## src/rtl/spi_slave_sync.sv

```systemverilog
// SPI responder fully synchronous to clk: sck/cs_n/mosi are oversampled, edges are
// detected in the clk domain, and a one-entry TX holding buffer feeds the shifter.
module spi_slave_sync #(
  parameter int DATA_W      = 8,
  parameter int CPOL        = 0,
  parameter int CPHA        = 0,
  parameter int SYNC_STAGES = 2
) (
  input  logic              clk,
  input  logic              rst_n,
  input  logic              spi_sck,
  input  logic              spi_cs_n,
  input  logic              spi_mosi,
  output logic              spi_miso,
  output logic              spi_miso_oe,
  input  logic [DATA_W-1:0] tx_data,
  input  logic              tx_valid,
  output logic              tx_ready,
  output logic              tx_underrun,
  output logic [DATA_W-1:0] rx_data,
  output logic              rx_valid,
  output logic              busy
);

  localparam logic SCK_IDLE = (CPOL != 0);
  localparam int   CNT_W    = (DATA_W > 2) ? $clog2(DATA_W) : 1;

  typedef enum logic {
    IDLE,
    ACTIVE
  } state_t;

  logic [SYNC_STAGES-1:0] sck_sync;
  logic [SYNC_STAGES-1:0] cs_sync;
  logic [SYNC_STAGES-1:0] mosi_sync;
  logic                   sck_prev;
  logic                   cs_prev;

  logic sck_s;
  logic cs_s;
  logic mosi_s;
  logic lead_edge;
  logic trail_edge;
  logic sample_edge;
  logic shift_edge;
  logic cs_fall;

  state_t state_q;
  state_t state_d;

  logic              do_load;
  logic              do_shift;
  logic              do_sample;
  logic              clr_word;
  logic              accept;

  logic [CNT_W-1:0]  bit_cnt_q;
  logic              reload_q;
  logic [DATA_W-1:0] rx_shift_q;
  logic [DATA_W-1:0] rx_next;
  logic [DATA_W-1:0] tx_shift_q;
  logic [DATA_W-1:0] hold_data_q;
  logic              hold_full_q;

  // Synchronisers plus one extra flop per edge-detected signal
  always_ff @(posedge clk or negedge rst_n) begin
    if (!rst_n) begin
      sck_sync  <= {SYNC_STAGES{SCK_IDLE}};
      cs_sync   <= '1;
      mosi_sync <= '0;
      sck_prev  <= SCK_IDLE;
      cs_prev   <= 1'b1;
    end else begin
      sck_sync  <= {sck_sync[SYNC_STAGES-2:0], spi_sck};
      cs_sync   <= {cs_sync[SYNC_STAGES-2:0], spi_cs_n};
      mosi_sync <= {mosi_sync[SYNC_STAGES-2:0], spi_mosi};
      sck_prev  <= sck_sync[SYNC_STAGES-1];
      cs_prev   <= cs_sync[SYNC_STAGES-1];
    end
  end

  assign sck_s       = sck_sync[SYNC_STAGES-1];
  assign cs_s        = cs_sync[SYNC_STAGES-1];
  assign mosi_s      = mosi_sync[SYNC_STAGES-1];
  assign lead_edge   = (sck_s != SCK_IDLE) && (sck_prev == SCK_IDLE);
  assign trail_edge  = (sck_s == SCK_IDLE) && (sck_prev != SCK_IDLE);
  assign sample_edge = (CPHA != 0) ? trail_edge : lead_edge;
  assign shift_edge  = (CPHA != 0) ? lead_edge : trail_edge;
  assign cs_fall     = !cs_s && cs_prev;

  always_ff @(posedge clk or negedge rst_n) begin
    if (!rst_n) begin
      state_q <= IDLE;
    end else begin
      state_q <= state_d;
    end
  end

  // CPHA=0 preloads at the cs_n fall and reloads on the shift edge after a full word;
  // CPHA=1 loads on the first shift edge of every word.
  always_comb begin
    state_d   = state_q;
    do_load   = 1'b0;
    do_shift  = 1'b0;
    do_sample = 1'b0;
    clr_word  = 1'b0;
    case (state_q)
      IDLE: begin
        clr_word = 1'b1;
        if (cs_fall) begin
          state_d = ACTIVE;
          do_load = (CPHA == 0);
        end
      end
      ACTIVE: begin
        if (cs_s) begin
          state_d  = IDLE;
          clr_word = 1'b1;
        end else begin
          do_sample = sample_edge;
          if (shift_edge) begin
            if ((CPHA == 0) ? reload_q : (bit_cnt_q == '0)) begin
              do_load = 1'b1;
            end else begin
              do_shift = 1'b1;
            end
          end
        end
      end
      default: state_d = IDLE;
    endcase
  end

  assign accept  = tx_valid && !hold_full_q;
  assign rx_next = {rx_shift_q[DATA_W-2:0], mosi_s};

  always_ff @(posedge clk or negedge rst_n) begin
    if (!rst_n) begin
      bit_cnt_q   <= '0;
      reload_q    <= 1'b0;
      rx_shift_q  <= '0;
      rx_data     <= '0;
      rx_valid    <= 1'b0;
      tx_shift_q  <= '0;
      tx_underrun <= 1'b0;
      hold_data_q <= '0;
      hold_full_q <= 1'b0;
    end else begin
      rx_valid    <= 1'b0;
      tx_underrun <= 1'b0;

      if (clr_word) begin
        bit_cnt_q <= '0;
        reload_q  <= 1'b0;
      end

      if (do_sample) begin
        rx_shift_q <= rx_next;
        if (bit_cnt_q == CNT_W'(DATA_W - 1)) begin
          bit_cnt_q <= '0;
          rx_data   <= rx_next;
          rx_valid  <= 1'b1;
          reload_q  <= 1'b1;
        end else begin
          bit_cnt_q <= bit_cnt_q + 1'b1;
        end
      end

      if (do_load) begin
        reload_q <= 1'b0;
        if (hold_full_q) begin
          tx_shift_q <= hold_data_q;
        end else begin
          tx_shift_q  <= '0;
          tx_underrun <= 1'b1;
        end
      end else if (do_shift) begin
        tx_shift_q <= tx_shift_q << 1;
      end

      // accept only happens while empty, so a same-cycle load never sees the new word
      if (accept) begin
        hold_data_q <= tx_data;
        hold_full_q <= 1'b1;
      end else if (do_load) begin
        hold_full_q <= 1'b0;
      end
    end
  end

  assign spi_miso    = tx_shift_q[DATA_W-1];
  assign spi_miso_oe = !cs_s;
  assign busy        = !cs_s;
  assign tx_ready    = !hold_full_q;

endmodule

```

## config.mk

```make
export PLATFORM = sky130hd
export DESIGN_NAME = spi_slave_sync
export DESIGN_NICKNAME = d
export VERILOG_FILES = /design/src/rtl/spi_slave_sync.sv
export SDC_FILE = /design/constraint.sdc
export NUM_CORES = 1
export LEC_CHECK = 0
export ABC_AREA = 1
export CORE_MARGIN = 1.5
export CORE_UTILIZATION = 57
export CTS_CLUSTER_DIAMETER = 150
export DETAILED_ROUTE_END_ITERATION = 12
export PLACE_DENSITY = 0.82
export SLEW_MARGIN = 30
export SYNTH_ARGS = -nofsm -noshare
export SYNTH_HDL_FRONTEND = slang
export SYNTH_SLANG_ARGS = --single-unit
```

## constraint.sdc

```tcl
create_clock -name clk -period 2.23 [get_ports clk]
set_input_delay 0.5575 -clock clk [delete_from_list [all_inputs] [get_ports clk]]
set_output_delay 0.5575 -clock clk [all_outputs]
set_load 0.05 [all_outputs]
```

==> notes.md, run 1 <==
Implementation results.

The count of tool warnings is 26. The reg-to-reg startpoint is bit_cnt_q[0]$_DFFE_PN0P_. The capturing element of the worst setup path is spi_miso. The routed wire length on met2 is 1630 um. For reference, the top logic cell family by area is simple AND/OR/NAND/NOR gates. The worst hold-check slack is 0.272 ns. The count of non-CTS inverters in the layout is 22.

The report puts the hold buffer count at CTS at 0. The number of well-tap cells placed is about 46. The worst setup slack after layout is about 0.14 ns. The number of sinks handled by clock tree synthesis is around 47. Static timing analysis puts the maximum clock frequency at ~480 MHz. Buffers inserted during clock tree synthesis total 5. Of the total power, combinational logic draws 21.1%. For the worst setup path, the data required time is between 1.5 and 2 ns. The number of antenna violations at the first check in global routing was 0.

Per the post-synthesis report, the nets total 201. The largest individual stage delay along the critical path comes from the cell clkdlybuf4s50_1. The top cell type in the final layout, fill and taps aside, is nand2_1. The layout cell share with drive strength beyond 1 is about 22%. The utilization of the core after routing is 70.3%. In the synthesized netlist the async set-or-reset flop fraction comes to 100%. For the finished layout, the period the worst path requires is approximately 2.1 ns.

The final net count is roughly 230. Looking at the max-slew report, the worst-margin pin has a slew of 0.560 ns. The met2 track demand over resource is between 30% and 40%. After floorplanning, the core was divided into 21 placement rows. The critical path goes through clkdlybuf4s50_1. The finished layout cell area is approximately 2300 um^2. The post-detailed-route wirelength per cell is 12.4 um.

The maximum net fanout on the critical path is 2. The synthesis run shows multiplexers occupying between 4 and 5% of the cell area. In this design, the stage delay of the slowest critical-path cell is around 0.80 ns. Looking at the clock tree report, the maximum root-to-sink buffer count equals 2.

In this run, flip-flops and latches consume a little under three fifths of the power. The global-route wire length before repair is approximately 5400 um. The iteration tally of the first detailed-router pass is 4. The run finished with clean final reports. The cell family contributing the most delay on the critical path is buffers and inverters.

TritonCTS built the clock tree. Cell internal power was estimated by the tool at approximately 1.4 mW. The floorplan-stage core utilization is approximately three fifths.

The final timing report lists a hold violation count of 0. The share of the cycle needed by the critical path after routing is 93.5%. Looking at the reg2reg group, the worst path ends at reload_q$_DFF_PN0_. The final report lists a non-filler cell total of about 260. Including well taps, the total number of placed cells is 255. The sequential share of the synthesized area is 59.4%.

In this run, post-CTS repair resized a total of 2 instances. The clock distribution power is approximately 0.43 mW. For met3 alone, demand over resource in global routing was between 7 and 8%. Using the TritonRoute via totals, the vias-per-cell ratio works out to approximately 5.1. Per the detail_route log, met3 wirelength is roughly 140 um. The antenna diode count is 0.

Multi-input combinational cells in the finished layout were counted as 112. In this run the layout overhead on the synthesized area is reported as 18.1%. Setup repair after global routing left no endpoint under its margin. Per the OpenROAD power report, switching power amounts to 0.567 mW. Per the synthesis report, the AND-OR/OR-AND share of the synthesized area is between 6 and 7%. The leakage power is 1.15 nW.

The total of clock buffers placed in the layout is 8. Of the total power, the share spent switching nets is 29.5%. The clock transition at the registers of the reported paths is 0.12 ns. By area, sequential cells come first. Global routing used about a quarter of the available met1 tracks. The tree is rooted in a clkbuf_4. Each instance of the synthesized netlist takes up on average roughly 11 um^2. The core region is about 3300 um^2. The kind of launch point of the worst setup path is a flop.

The buffering stage count on the worst path with inverters included is 1. The area fraction in and, or, nand and nor cells is 22.0%.
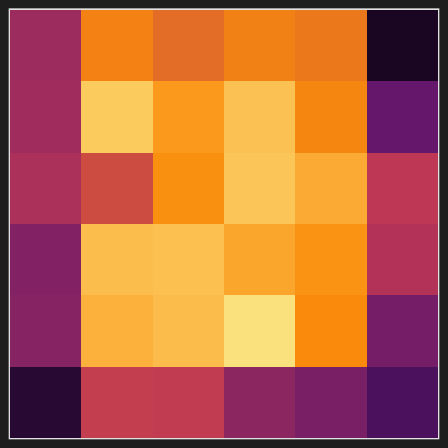
run_1/density.png
The die is cut into 6 by 6 equal tiles; black is low, pale yellow is high, 0 to 100% covered.
fullest tile	94%
densest ninth of the die	centre
mean over tiles	60%
tiles over 75% full	36%

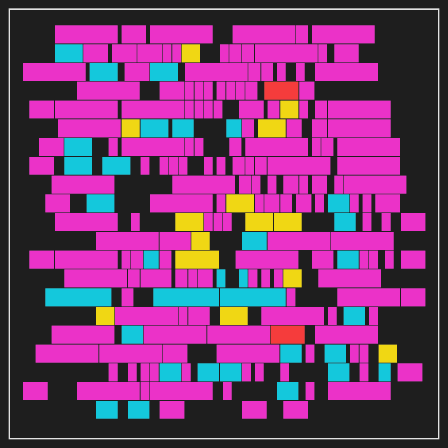
run_1/drive_strength.png
colour	size	cells	share	most used
yellow	drive 3 to 4	14	6.5%	clkbuf_4
red	drive 6 and up	2	0.92%	clkbuf_8
magenta	drive 1 or less	169	78%	nand2_1
cyan	drive 2	32	15%	o21ai_2

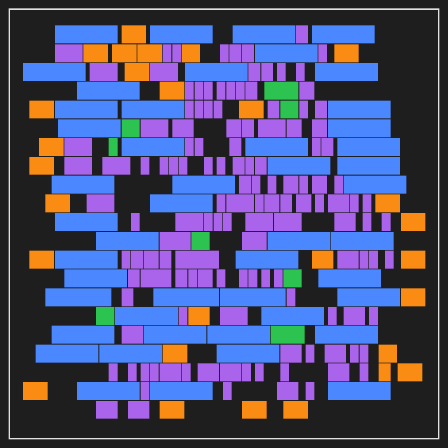
run_1/cell_classes.png
colour	class	cells	share of their area
blue	flops	47	52%
orange	other buffers and delay cells	28	12%
green	clock drivers and dummy loads	8	3.0%
purple	all other logic	134	34%

run_1/registers.png
Other sequential cells in the stronger grey, the rest of the logic in the fainter grey.
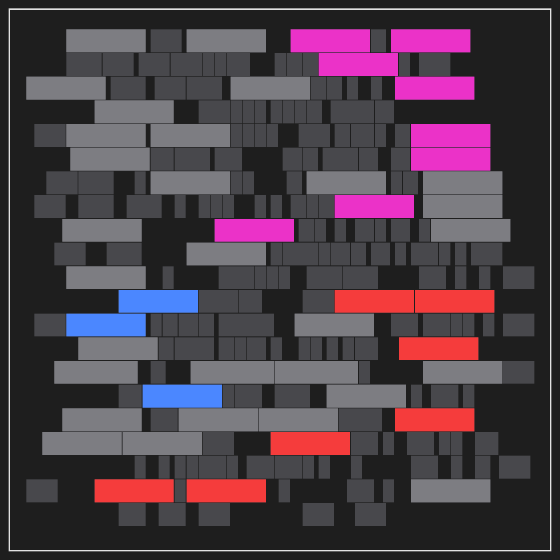

==> run 2: changes to the inputs <==
--- a/config.mk
+++ b/config.mk
@@ -6,12 +6,14 @@
 export NUM_CORES = 1
 export LEC_CHECK = 0
 export ABC_AREA = 1
+export CELL_PAD_IN_SITES_DETAIL_PLACEMENT = 0
+export CELL_PAD_IN_SITES_GLOBAL_PLACEMENT = 1
 export CORE_MARGIN = 1.5
-export CORE_UTILIZATION = 57
+export CORE_UTILIZATION = 45
 export CTS_CLUSTER_DIAMETER = 150
 export DETAILED_ROUTE_END_ITERATION = 12
+export GPL_ROUTABILITY_DRIVEN = 0
 export PLACE_DENSITY = 0.82
-export SLEW_MARGIN = 30
 export SYNTH_ARGS = -nofsm -noshare
 export SYNTH_HDL_FRONTEND = slang
 export SYNTH_SLANG_ARGS = --single-unit
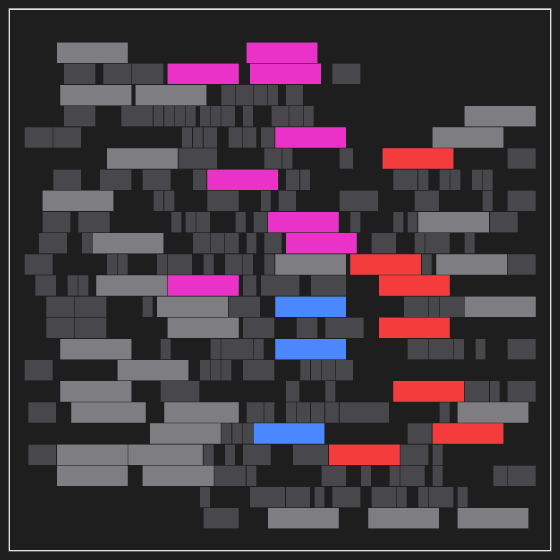
run_2/registers.png
Other sequential cells in the stronger grey, the rest of the logic in the fainter grey.
colour	netlist name	sequential cells
magenta	`tx_shift_q`	8
blue	`bit_cnt_q`	3
red	`rx_shift_q`	7

==> run 2 against run 1 <==
  * Hold slack worse by 0.13 ns
  * Register-to-register slack got worse by 0.03 ns
  * Clock power increased by 12%
  * Utilization down 12 points
  * Wire length is 2.5% lower
  * Area after synthesis is the same
  * Via count rose by 0.60%
  * Die area grew 25%
  * Cell count up 1.9%
  * Global-route usage fell by 4.6 points
  * Sequential power hardly changed
  * Critical path type unchanged
  * Largest power group unchanged
==> notes.md, run 2 <==
Implementation results.

The pin slew with the least headroom to its limit is about 0.51 ns. The first global-routing pass estimated 5690 um of wire. The final layout report lists a non-clock buffer count of 29. The region available for standard cell placement spans between 4000 and 5000 um^2. For this run, global-route usage on met3 was measured as around 4.4%.

The master cell of the clock root buffer is clkbuf_8. Per the detail_route report, vias per standard cell equal around 5. For the worst setup path, the data required time is about 1.7 ns. The detailed-route wire length on metal 1 is 1430 um. The area fraction in and, or, nand and nor cells is between 20 and 25%. The overall chip area is 4820 um^2. The number of antenna violations at the first check in global routing was 0. The kind of launch point of the worst setup path is a flop.

The number of antenna diodes in the final layout is 0. The multi-input logic cell count is 112. In the final layout, multi-input gates take up just under 30% of the cell area. The met2 track demand over resource is about a quarter.

The chip area estimate from yosys synthesis is 1990 um^2. The flow inserted around 50 tap cells. The number of synthesis warnings is 0. The length of routed met3 wiring is between 100 and 150 um.

Of the synthesized area, sequential elements account for 59.4%. The number of cells in the yosys synthesis report is 185. As reported, the later end of the worst-skew pair has a clock insertion delay of roughly 0.30 ns. The power per cell area is ~830 nW/um^2. Gates resized during post-CTS repair numbered 0. In the layout the commonest cells are 45 x nand2_1, 44 x dfrtp_1, 23 x clkdlybuf4s50_1. The worst IR drop on VDD is between 0.6 and 0.7 mV. The worst slew margin relative to its limit is between 60% and 70%.

The number of DRC violations after detailed routing is 0. Summed over all failing endpoints, the final setup total negative slack is 0 ns. Detailed routing placed a total of ~1600 um of wire on met2. The clock tree has to reach between 40 and 50 sinks. The cell count after synthesis came out at ~190. Along the critical path, the tally of buffer and inverter instances is 1. The power report attributes to the combinational group a share of 20.5%. The share of total power dissipated in the clock network is between 20% and 30%. Per the layout area report, the combinational gate area comes to 688 um^2.

The most common cell in the synthesized netlist is nand2_1. Once layout is complete, the utilization of the core stands at 57.8%. Among all stages on the critical path, the maximum delay recorded is approximately 0.81 ns. The standard cell area after detailed placement is approximately 2300 um^2. Cells with a size suffix above 1 make up between 20% and 30% of the layout. The iteration tally of the first detailed-router pass is 4. After the last flow step, the layout net total stands at 233. The pin count of the biggest net entering global routing is 20. The number of CTS-inserted buffers is 5. The total of clock buffers placed in the layout is 7. Summed over all sequential cells, the power is 1.08 mW.

Power comes to 1.97 mW. The finished cells cover 2380 um^2. The net switching power of the design is ~0.58 mW. The height of the die is around 69 um. The worst hold-check slack is approximately 0.15 ns. Of the total standard cell area in the layout, the sequential portion is 49.6%. The finished layout holds 268 standard cells, fillers aside. According to the floorplan report, the die width is approximately 70 um. The leakage power is 1.17 nW.

Summing over every cut layer, the via total after detailed routing is approximately 1,300. After synthesis, the most frequently instantiated cells are 45 x nand2_1, 44 x dfrtp_1, 19 x inv_1, 19 x nand3_1, 15 x o21ai_2. The maximum net fanout on the critical path is 2.

The path type of the worst setup path is reg2out. The number of flops mapped to enable cells by yosys is 0. Yosys reported a register bit count of ~47. For the worst reg-to-reg path, the endpoint reported by OpenROAD is reload_q$_DFF_PN0_.

The setup slack on the worst flop-to-flop path is approximately 0.80 ns. Per the STA report, the cell with the highest stage delay on the worst path is clkdlybuf4s50_1. Data on the critical path arrives at its endpoint at 1.47 ns. The via count of the first global-routing pass came to 1,291.

The sequential cell fraction of total power is between 50% and 60%. The number of cells after detailed placement is approximately 260. Global routing put the most usage on met2.

Post-CTS timing repair inserted 0 buffers for setup. The beginning of the critical path is rx_data[1]$_DFFE_PN0P_. The clock H-tree reported by CTS has 2 levels. The flop count is between 40 and 50. The netlist area before placement is 1990 um^2. The combinational power is around 0.40 mW. The compound-gate portion of the synthesized area is 6.87%. The final layout report lists a non-clock inverter count of 22. OpenROAD emitted warnings numbering 26. After synthesis, the share of flip-flops with an asynchronous set or reset is 100%.

The floorplan-stage core utilization is approximately half. Per the timing report, the most critical flop-to-flop path originates at bit_cnt_q[0]$_DFFE_PN0P_. The floorplan net count is ~200.

The switching portion of total power comes to between 20% and 30%. The count of buffers added on input and output ports is 27. The cell type taking the most area is sequential cells. Setup repair after global routing left no endpoint under its margin.

The sequential cell area in the final layout is 1180 um^2. For this block, the initial DRC count from the detailed router was between 70 and 80. The global-route usage over all layers is between 10% and 20%.

The floorplan has 23 rows. The portion of synthesized area spent on multiplexers is 4.54%. The worst setup slack after layout is a little over 0.2 ns. The flow ran to the end, and the final reports show no timing, DRC or antenna violations. Internal power comes to 1.39 mW. The dominant cell type by area after synthesis is dfrtp_1. Once detail routing completed, the nets flagged for antenna violations numbered 0. The clock transition at the registers of the reported paths is roughly 0.09 ns. The type of the most critical hold path is in2async. The worst path uses 90.8% of the clock period. Buffers inserted to repair hold after CTS numbered 0. The maximum buffer depth of the clock tree is 2. The dominant register cell is dfrtp_1. The number of top-level design ports is 28. The netlist uses 21 different library cells.

The kind of cell adding the most delay to the critical path is buffers and inverters. The final worst clock skew is 0.0123 ns. Per the synthesis report, the XOR/XNOR share of the synthesized area is 0%. In this run the number of cells on the critical path is 1.

The top-area cell type share of the netlist area is a little under three fifths. The largest non-sequential cell family by area is simple AND/OR/NAND/NOR gates. For reference, the top cells by area after synthesis are dfrtp_1 55%, nand2_1 8.5%, o21ai_2 6.6%. Global routing finished with a remaining overflow of 0.

For reference, the final report shows the hold violation count at 0. The HPWL after detailed placement is ~2300 um. The clock distribution power is about 0.48 mW. The number of filler instances in the final layout is 358. Counting I/O delays and the setup requirement, the final critical path takes around 2.0 ns. The capturing element of the worst setup path is rx_data[1]. The most common logic cell in the final layout is nand2_1. After synthesis, the mean cell area works out to roughly 11 um^2.

The fraction of final cell area spent on non-clock buffers in this run is a little under an eighth. TritonCTS built the clock tree. In the global route stage, met1 resource usage came out at 17.4%. In this run the layout overhead on the synthesized area is reported as 19.7%.

The end-of-flow timing check tallies setup violations at 0. The max-slew violation count is 0. For the worst flop-to-flop path, the logic depth is 6.

The layout report lists the clock-cell share of area as under 10%. In the final layout, the registers with the most flip-flops are hold_data_q x8, rx_data x8, tx_shift_q x8. In the final routed layout, each cell accounts on average for about 12 um. Listed in order, past its start point the critical path passes clkdlybuf4s50_1. The highest clock frequency the design can meet is between 400 and 500 MHz.
Power figures rest on the tool's default switching activity, not on a simulated workload.
